File: src/rtl/branch_hazard_ctrl_pkg.sv
// branch_hazard_ctrl_pkg
// Shared definitions for the branch hazard controller: operating-mode
// encodings, the stall-mode state enum and the legal resolve-latency range.
package branch_hazard_ctrl_pkg;

    // Operating modes
    localparam int MODE_STALL = 0;  // hold fetch until the branch resolves
    localparam int MODE_PNT   = 1;  // predict not-taken, flush on taken

    // Legal range of the ID-to-outcome latency
    localparam int RESOLVE_LAT_MIN = 1;
    localparam int RESOLVE_LAT_MAX = 7;

    // Width of the stall-mode countdown, wide enough for RESOLVE_LAT_MAX
    localparam int LAT_CNT_W = $clog2(RESOLVE_LAT_MAX + 1);

    // Stall-mode controller states
    typedef enum logic {
        ST_IDLE = 1'b0,
        ST_WAIT = 1'b1
    } bhc_state_e;

endpackage

File: src/rtl/branch_hazard_ctrl_sat_counter.sv
// sat_counter
// Saturating up-counter used for the performance statistics.
// Ports:
//   clk      rising-edge clock
//   rst      synchronous active-high clear
//   inc_i    add one this cycle (ignored once the counter is all ones)
//   count_o  current count
module sat_counter #(
    parameter int W = 16
) (
    input  logic         clk,
    input  logic         rst,
    input  logic         inc_i,
    output logic [W-1:0] count_o
);

    logic [W-1:0] count_q;

    always_ff @(posedge clk) begin
        if (rst) begin
            count_q <= '0;
        end else if (inc_i && (count_q != '1)) begin
            count_q <= count_q + W'(1);
        end
    end

    assign count_o = count_q;

endmodule

File: src/rtl/branch_hazard_ctrl.sv
// branch_hazard_ctrl
// Tracks branches decoded in ID until their outcome is known RESOLVE_LAT
// cycles later and drives PC hold, pipeline flushes and PC redirect.
// MODE_STALL holds fetch until resolution; MODE_PNT keeps fetching down the
// not-taken path and squashes it when a branch turns out taken.
// Ports:
//   clk, rst       clock and synchronous active-high reset
//   brID           branch-type decodes in ID (any set bit = one branch)
//   stall_in       external pipeline stall, freezes this block
//   branch_taken   outcome of the oldest pending branch in its resolve cycle
//   PChold         hold the PC
//   IFIDflush      bubble into IF/ID
//   IDEXflush      bubble into ID/EX
//   redirect       PC loads the branch target this cycle
//   stall_cnt      saturating count of PChold cycles
//   mispred_cnt    saturating count of taken branches in MODE_PNT
module branch_hazard_ctrl
    import branch_hazard_ctrl_pkg::*;
#(
    parameter int NUM_BR      = 2,
    parameter int RESOLVE_LAT = 1,
    parameter int MODE        = 0,
    parameter int CNT_W       = 16
) (
    input  logic              clk,
    input  logic              rst,
    input  logic [NUM_BR-1:0] brID,
    input  logic              stall_in,
    input  logic              branch_taken,
    output logic              PChold,
    output logic              IFIDflush,
    output logic              IDEXflush,
    output logic              redirect,
    output logic [CNT_W-1:0]  stall_cnt,
    output logic [CNT_W-1:0]  mispred_cnt
);

    logic                   det;
    logic                   resolve;
    logic                   taken_res;
    logic                   wait_done;
    logic                   load;
    logic                   mispred_inc;
    logic [RESOLVE_LAT-1:0] pend_q, pend_d;
    logic [LAT_CNT_W-1:0]   cnt_q, cnt_d;
    bhc_state_e             state_q, state_d;

    assign det       = (|brID) & ~stall_in;
    assign resolve   = pend_q[RESOLVE_LAT-1] & ~stall_in;
    assign taken_res = resolve & branch_taken;

    // In stall mode the countdown and the pending shift register track the
    // same single branch; resolution needs both to agree.
    assign wait_done = (state_q == ST_WAIT) &&
                       (cnt_q == LAT_CNT_W'(RESOLVE_LAT_MIN)) && resolve;

    // Stall mode accepts a new branch only from IDLE. Predict-not-taken
    // drops a branch detected in the same cycle a taken one resolves: it
    // is younger and therefore on the wrong path.
    assign load = (MODE == MODE_STALL) ? (det && (state_q == ST_IDLE))
                                       : (det && !taken_res);

    always_comb begin
        pend_d = pend_q;
        if (!stall_in) begin
            if ((MODE == MODE_PNT) && taken_res) begin
                pend_d = '0;
            end else begin
                pend_d = (pend_q << 1) | RESOLVE_LAT'(load);
            end
        end
    end

    always_comb begin
        state_d = state_q;
        cnt_d   = cnt_q;
        if ((MODE == MODE_STALL) && !stall_in) begin
            case (state_q)
                ST_IDLE: begin
                    if (det) begin
                        state_d = ST_WAIT;
                        cnt_d   = LAT_CNT_W'(RESOLVE_LAT);
                    end
                end
                ST_WAIT: begin
                    cnt_d = cnt_q - LAT_CNT_W'(1);
                    if (wait_done) begin
                        state_d = ST_IDLE;
                    end
                end
                default: state_d = ST_IDLE;
            endcase
        end
    end

    always_ff @(posedge clk) begin
        if (rst) begin
            state_q <= ST_IDLE;
            cnt_q   <= '0;
            pend_q  <= '0;
        end else begin
            state_q <= state_d;
            cnt_q   <= cnt_d;
            pend_q  <= pend_d;
        end
    end

    // PChold depends only on state and the ID decode, never on branch_taken.
    always_comb begin
        PChold    = 1'b0;
        IFIDflush = 1'b0;
        IDEXflush = 1'b0;
        redirect  = 1'b0;
        if (MODE == MODE_STALL) begin
            PChold    = ((state_q == ST_IDLE) && det) ||
                        ((state_q == ST_WAIT) && !wait_done);
            IFIDflush = PChold && !stall_in;
            redirect  = wait_done && branch_taken;
        end else begin
            IFIDflush = taken_res;
            IDEXflush = taken_res;
            redirect  = taken_res;
        end
    end

    assign mispred_inc = (MODE == MODE_PNT) && taken_res;

    sat_counter #(.W(CNT_W)) u_stall_cnt (
        .clk     (clk),
        .rst     (rst),
        .inc_i   (PChold),
        .count_o (stall_cnt)
    );

    sat_counter #(.W(CNT_W)) u_mispred_cnt (
        .clk     (clk),
        .rst     (rst),
        .inc_i   (mispred_inc),
        .count_o (mispred_cnt)
    );

endmodule

File: config.mk
export PLATFORM = sky130hd
export DESIGN_NAME = branch_hazard_ctrl
export DESIGN_NICKNAME = d
export VERILOG_FILES = /design/src/rtl/branch_hazard_ctrl_pkg.sv /design/src/rtl/branch_hazard_ctrl_sat_counter.sv /design/src/rtl/branch_hazard_ctrl.sv
export SDC_FILE = /design/constraint.sdc
export NUM_CORES = 1
export LEC_CHECK = 0
export CAP_MARGIN = 10
export CORE_MARGIN = 2
export CORE_UTILIZATION = 35
export CTS_BUF_LIST = sky130_fd_sc_hd__clkbuf_16
export DETAILED_ROUTE_END_ITERATION = 7
export PLACE_DENSITY_LB_ADDON = 0.25
export SLEW_MARGIN = 20
export SYNTH_ARGS = -nofsm -noshare
export SYNTH_HDL_FRONTEND = slang
export SYNTH_SLANG_ARGS = --single-unit
export TNS_END_PERCENT = 10
File: constraint.sdc
create_clock -name clk -period 2.75 [get_ports clk]
set_input_delay 0.4125 -clock clk [delete_from_list [all_inputs] [get_ports clk]]
set_output_delay 0.4125 -clock clk [all_outputs]
set_load 0.005 [all_outputs]
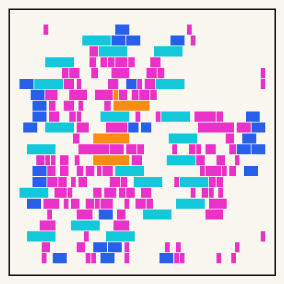
*Placed cells, one colour a class, run 1*
Drawn at 4 px/µm.
legend:
  flops:
    colour: cyan
    cells: 21
    share_of_their_area: 27%
  other buffers and delay cells:
    colour: blue
    cells: 27
    share_of_their_area: 17%
  combinational and other logic:
    colour: magenta
    cells: 127
    share_of_their_area: 51%
  clock drivers and dummy loads:
    colour: orange
    cells: 4
    share_of_their_area: 5.0%
flop share of the area: 25.8%
core footprint: 3690 µm²
Final Cell Area: 1630 µm²
final core utilization: 44.1%

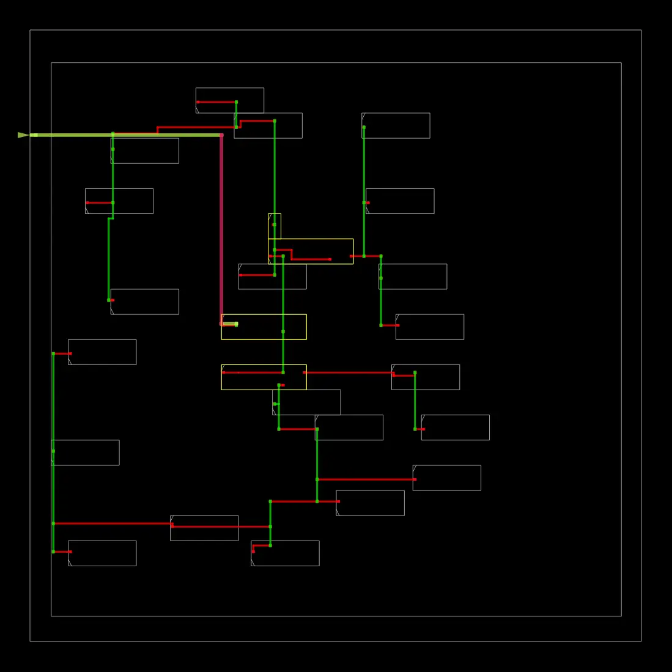
*Clock wiring as the flow saved it, run 1*
clk_skew: 0.00198 ns
Clk power: 0.000298 W

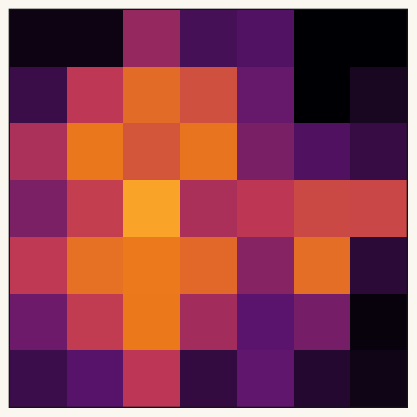
*Cell area per tile, run 1*
Drawn at 6 px/µm. The die is cut into 7 by 7 equal tiles; black is low, pale yellow is high, 0 to 100% covered.
mean over tiles: 36%
emptiest ninth of the die: upper right
fullest tile: 80%
nearly empty tiles: 6.1%

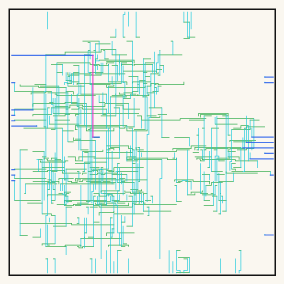
*Metal layers overlaid, run 1*
Drawn at 4 px/µm.
legend:
  metal 2:
    colour: cyan
    wire_length: 1380 µm
  metal 3:
    colour: blue
    wire_length: 71.8 µm
  metal 1:
    colour: green
    wire_length: 1290 µm
  metal 4:
    colour: magenta
    wire_length: 20.4 µm

==> results.ini, run 1 <==
[setup_path]
crit_path_end_kind = output pin
worstPathRequired_ns = 2.34
crit_fanout = 8
critPathMostFrequentCell = clkdlybuf4s50_1
arrival_ns = 2.13
regToRegSetupSlack_ns = 0.82

[detailed_routing]
routed_wl_um = 2760
ant_nets = 0
vias = 1156

[clock_tree]
cts-htree-levels = 1
cts_tree = yes
cts_resized = 0
cts_hold_buf = 0
worstSkewPairLatency_ns = 0.25
post_cts_buffers = 0

[final_timing]
tightest_slew_ns = 0.568
setup_violations = 0
min_period_ns = 2.54
rsz0062_at_grt = no
hold_viol_final = 0

[pwr]
worst_ir_drop_vdd_mv = 0.193
p_clk_share_pct = 42.5
p_sw_share_pct = 22.4
p_int_w = 0.000543
p_leak_nw = 0.589

[placement]
dp_hpwl_um = 2040
portBuffers = 24
placed_cell_area_um2 = 1550

[synthesis]
ys_seq_share_pct = 31.1
largest_area_cell = dfxtp_1
top_cells_by_area = dfxtp_1 31%, buf_4 10%, a21oi_1 5.6%
synth_cells = 155
yosysChipArea_um2 = 1350
ys_ff = 21
ys_cells = 155

[die]
top_level_ports = 42
rows = 22
die_area_um2 = 4370

[hold_path]
hp-start = pend_q
min_to = pend_q

[finish]
drive_above_1_share_pct = 8.94

[global_routing]
grt.total_usage_pct = 13.1
grt_pass1_vias = 1047

[flow_run]
cap_violations = 0
openroad.warnings = 27

[outcome]
outcome = finished clean

-- run 1: layer usage --
layer	wire (µm)	global-route usage, %	share of wire [%]	vias up
li1	-	-	-	588
met1	1290	16.3	47	548
met2	1380	23.3	50	18
met3	71	1.53	2.6	2
met4	20	3.83	0.72	0
met5	0	0	0	-
-- run 1: power by group through the flow --
stage,sequential (W),combinational [W],clock (W)
2_1_floorplan,0.000327,0.0000729,0
3_3_place_gp,0.000328,0.0000784,0
3_5_place_dp,0.000329,0.0000800,0
4_1_cts,0.000322,0.0000807,0.000311
5_1_grt,0.000323,0.0000905,0.000325
6_report,0.000322,0.0000803,0.000298
-- run 1: how the worst max path moves through the flow --
stage	start	to	slack, ns
after CTS	stall_in	PChold	0.22
final	stall_in	PChold	0.21
after global routing	stall_in	PChold	0.12
after floorplan	u_stall_cnt.count_o[0]	u_stall_cnt.count_o[13]	1.04
after detailed placement	stall_in	PChold	0.24
after global placement	stall_in	PChold	0.25
-- run 1: layout by cell type (no fill, tap or decap), types with 2 or more instances in the layout --
master	Yosys	final
conb_1	1	17
and4_1	3	3
nor2_1	13	13
o31ai_1	6	6
dfxtp_1	21	21
nor2b_1	4	4
mux2_1	4	4
nand4_1	3	3
nand3_1	4	4
nor3_1	3	3
nor4_1	5	5
o21ai_0	3	3
buf_4	18	3
a211oi_1	2	2
and3_1	2	2
or4_1	6	6
a21oi_1	15	15
clkbuf_16	0	3
clkdlybuf4s50_1	0	24
inv_1	6	7
ha_1	3	3
nand2_1	8	8
-- run 1: worst reg2reg max path: cells and delay by family, from the launching register on --
| family | cells | cell delay [ns] |
|---|---|---|
| flip-flops | 1 | 0.40 |
| AND/OR/NAND/NOR | 3 | 0.87 |
| adder cells (fa/ha/maj) | 1 | 0.21 |
| multiplexers | 1 | 0.34 |
-- run 1: sequential cells by signal, indices dropped and copies added (netlist names) --
signal and flops:
u_stall_cnt.count_o 16, cnt_q 3, pend_q 1, state_q 1
-- run 1: metrics by stage --
stage / power [W] / utilization, % / setup WS [ns] / cells
global placement: 0.000407 / 42.0 / 0.254 / 223
floorplan: 0.000400 / - / 1.04 / 171
detailed placement: 0.000409 / 42.0 / 0.241 / 223
global route: 0.000739 / 44.1 / 0.121 / 227
finish: 0.000700 / 44.1 / 0.208 / 227
CTS: 0.000714 / 44.1 / 0.218 / 227
-- run 1: final cells by class --
type / instances / share of cell area, %
multi-input cells: 121 / 48.1
well taps: 48 / 3.69
clock inverters: 1 / 0.231
flip-flops and latches: 21 / 25.8
clock buffers: 3 / 4.62
repair buffers: 27 / 16.2
inverters: 6 / 1.38
-- run 1: cells by family after synthesis --
group / after synthesis / synth area share, %
other cells: 1 / 0.278
compound gates: 35 / 18.0
simple gates: 61 / 28.3
flops: 21 / 31.1
fa+ha+maj: 3 / 2.78
buf+inv: 29 / 15.4
mux: 5 / 4.17
### Pin map, run 1

Drawn at 6 px/µm. Pins as bars across the die edge, other pins in grey.
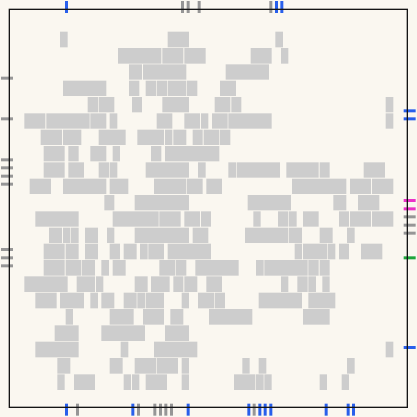

## Run 2: what changed since run 1
--- a/config.mk
+++ b/config.mk
@@ -10,6 +10,7 @@
 export CORE_UTILIZATION = 35
 export CTS_BUF_LIST = sky130_fd_sc_hd__clkbuf_16
 export DETAILED_ROUTE_END_ITERATION = 7
+export GPL_ROUTABILITY_DRIVEN = 0
 export PLACE_DENSITY_LB_ADDON = 0.25
 export SLEW_MARGIN = 20
 export SYNTH_ARGS = -nofsm -noshare
==> constraint.sdc (replaced) <==
create_clock -name clk -period 2.6 [get_ports clk]
set_input_delay 0.39 -clock clk [delete_from_list [all_inputs] [get_ports clk]]
set_output_delay 0.39 -clock clk [all_outputs]
set_load 0.005 [all_outputs]
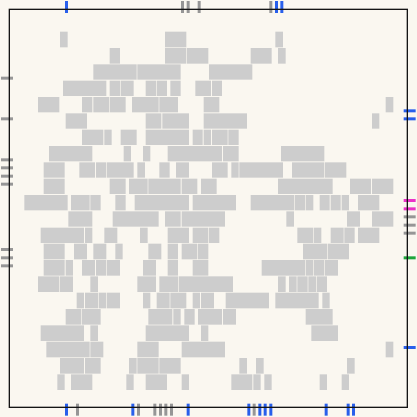
*Pin map, run 2*
Drawn at 6 px/µm. Pins as bars across the die edge, other pins in grey.
legend:
  `stall_in`:
    colour: green
    pins: 1
    direction: input
    edge: right
  `mispred_cnt`:
    colour: blue
    pins: 16
    direction: output
    edge: 10 bottom, 3 top, 3 right
  `brID`:
    colour: magenta
    pins: 2
    direction: input
    edge: right
die height: 66.1 µm
Die X: 66.1 µm
Port Buf Inserts: 24

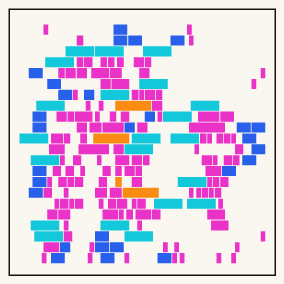
*Placed cells, one colour a class, run 2*
Drawn at 4 px/µm.
legend:
  clock drivers and dummy loads:
    colour: orange
    cells: 4
    share_of_their_area: 5.1%
  flops:
    colour: cyan
    cells: 21
    share_of_their_area: 27%
  combinational and other logic:
    colour: magenta
    cells: 127
    share_of_their_area: 51%
  other buffers and delay cells:
    colour: blue
    cells: 28
    share_of_their_area: 17%
Final Cell Area: 1640 µm²
final core utilization: 44.3%
flop share of the area: 25.7%
Placement Rows: 22

==> run 2 against run 1 <==
- sequential share of layout area decreased by 0.14 points
- sequential cell count unchanged
- hold slack improved by 0.0074 ns
- critical endpoint unchanged
- largest cell class unchanged
- largest power group unchanged
- highest routed layer unchanged
==> results.ini, run 2 <==
[final_timing]
setup_violations = 0  ; unchanged
rsz0062_at_grt = no
report.final.slew_viol_count = 0
min_period_ns = 2.40
hold_viol_final = 0  ; unchanged
layout_setup_ws_ns = 0.195  ; -0.0131 ns
skew_ns = 0.00413  ; +0.00215 ns

[placement]
place_ws_ns = 0.181  ; -0.0597 ns
dp_hpwl_um = 2010  ; -1.4%

[pwr]
p_leak_nw = 0.593  ; +0.57%
p_sw_share_pct = 23.2  ; +0.76 points
p_clk_share_pct = 43.2  ; +0.7 points
worst_ir_drop_vdd_mv = 0.244  ; +27%
power_frac_comb_pct = 11.5
p_int_w = 0.000578  ; +6.5%

[synthesis]
synthSimpleGateAreaFrac_pct = 28.3  ; unchanged
adder_share_pct = 2.78  ; unchanged
netlist-cell-type-count = 44
top_cell = dfxtp_1
ys_cells = 155  ; unchanged
largest_area_cell = dfxtp_1
ys_ff = 21  ; unchanged
synth_cells = 155  ; unchanged
syn_area_per_cell_um2 = 8.71
yosysChipArea_um2 = 1350  ; unchanged
topCombFamilyByArea = simple AND/OR/NAND/NOR gates
synthAoiAreaFrac_pct = 18.0  ; unchanged
synth-warning-count = 0
muxShareOfSynthArea_pct = 4.17  ; unchanged
xor_share_pct = 0  ; unchanged
top_cells_by_area = dfxtp_1 31%, buf_4 10%, a21oi_1 5.6%
ys_seq_share_pct = 31.1  ; unchanged
ys.flop_type = dfxtp_1

[finish]
finalNetCount = 190
final_cell_mix = 24 x clkdlybuf4s50_1, 21 x dfxtp_1, 17 x conb_1
largest_register_ff_count = 16  ; unchanged
drive_above_1_share_pct = 10.0  ; +1.1 points
mostFrequentLayoutCell = clkdlybuf4s50_1

[die]
top_level_ports = 42  ; unchanged
fp-utilization_pct = 36.6
die_area_um2 = 4370  ; unchanged
core-area_um2 = 3690  ; unchanged

[hold_path]
min_to = pend_q
hold_depth = 2
hp-start = pend_q

[setup_path]
r2r-end = u_stall_cnt.count_o[15]
crit_path_end_kind = output pin
arrival_ns = 2.01  ; -0.12 ns
regToRegSetupSlack_ns = 0.65  ; -0.17 ns
crit_fanout = 8  ; unchanged
r2r-start = u_stall_cnt.count_o[0]
r2r_cells = 5
worstPathRequired_ns = 2.21  ; -0.13 ns

[clock_tree]
root_buffer = clkbuf_16
cts_resized = 0  ; unchanged
cts-htree-levels = 1  ; unchanged
cts_num_sinks = 21
post_cts_buffers = 0  ; unchanged
cts-buffers-inserted = 3
worstSkewPairLatency_ns = 0.25  ; about the same
cts_hold_buf = 0  ; unchanged
clk_path_buf_depth = 2
cts_tree = yes

[detailed_routing]
routed_wl_um = 2820  ; +2.0%
vias = 1164  ; +0.69%
ant_nets = 0  ; unchanged
first_pass_iters = 4
vias_per_cell = 5.11

[global_routing]
grt_overflow = 0
grt_pass1_wl_um = 4770
grt_pass1_vias = 1088  ; +3.9%
grt.total_usage_pct = 14.0  ; +0.92 points

[flow_run]
openroad.warnings = 27  ; unchanged
cap_violations = 0  ; unchanged

[outcome]
outcome = finished clean

-- run 2: cell counts after synthesis --
Identical to the previous run, type by type.
-- run 2: area by class of cell --
class	instances	area, µm²
clock buffer	3	75.1
tap	48	60.1
multi-input combinational	121	782
clock inverter	1	5.00
sequential	21	420
inverter	6	22.5
timing repair buffer	28	270
fill	384	2050
-- run 2: per-layer routing --
metal  wire (µm)  global-route usage, %  vias up
met5           0                      0        -
met4          42                   5.61        0
met3          98                   2.90        5
met2        1360                   22.9       21
met1        1310                   17.8      542
li1            -                      -      596
-- run 2: how the worst max path moves through the flow --
stage | to | depth (start not counted) | startpoint | slack (ns)
finish | PChold | 5 | stall_in | 0.20
global route | PChold | 5 | stall_in | 0.06
CTS | PChold | 5 | stall_in | 0.17
detailed placement | PChold | 5 | stall_in | 0.18
global placement | PChold | 5 | stall_in | 0.20
floorplan | u_stall_cnt.count_o[13] | 5 | u_stall_cnt.count_o[0] | 0.89
-- run 2: logic make-up (layout without fill, tap and decap cells) --
logic type	Yosys count	after routing
and+or+nand+nor	61	61
AOI/OAI and AO/OA	35	35
buffers and inverters	29	38
DFF	21	21
muxes	5	5
adders and majority gates	3	3
other	1	17
-- run 2: power groups by stage --
stage                     registers [W]  logic (W)  clock network [W]
final                          0.000341  0.0000864           0.000325
after global routing           0.000342  0.0000979           0.000360
after CTS                      0.000341  0.0000871           0.000333
after detailed placement       0.000348  0.0000865                  0
after global placement         0.000347  0.0000855                  0
after floorplan                0.000346  0.0000771                  0
-- run 2: worst max-delay path, stage by stage --
cell and delay [ns]:
clkdlybuf4s50_1 0.54, nor4bb_4 0.39, o2bb2ai_2 0.16, inv_1 0.08
clkdlybuf4s50_1 0.45
-- run 2: metrics by stage --
stage	std cells	hold slack [ns]	total power [W]	utilization (%)	cell area, µm²
after floorplan	171	0.439	0.000423	-	1410
after global placement	224	0.464	0.000433	42.2	1560
after detailed placement	224	0.459	0.000434	42.2	1560
after CTS	228	0.468	0.000761	44.3	1640
after global routing	228	0.511	0.000800	44.3	1640
final	228	0.468	0.000753	44.3	1640
Power figures rest on the tool's default switching activity, not on a simulated workload.
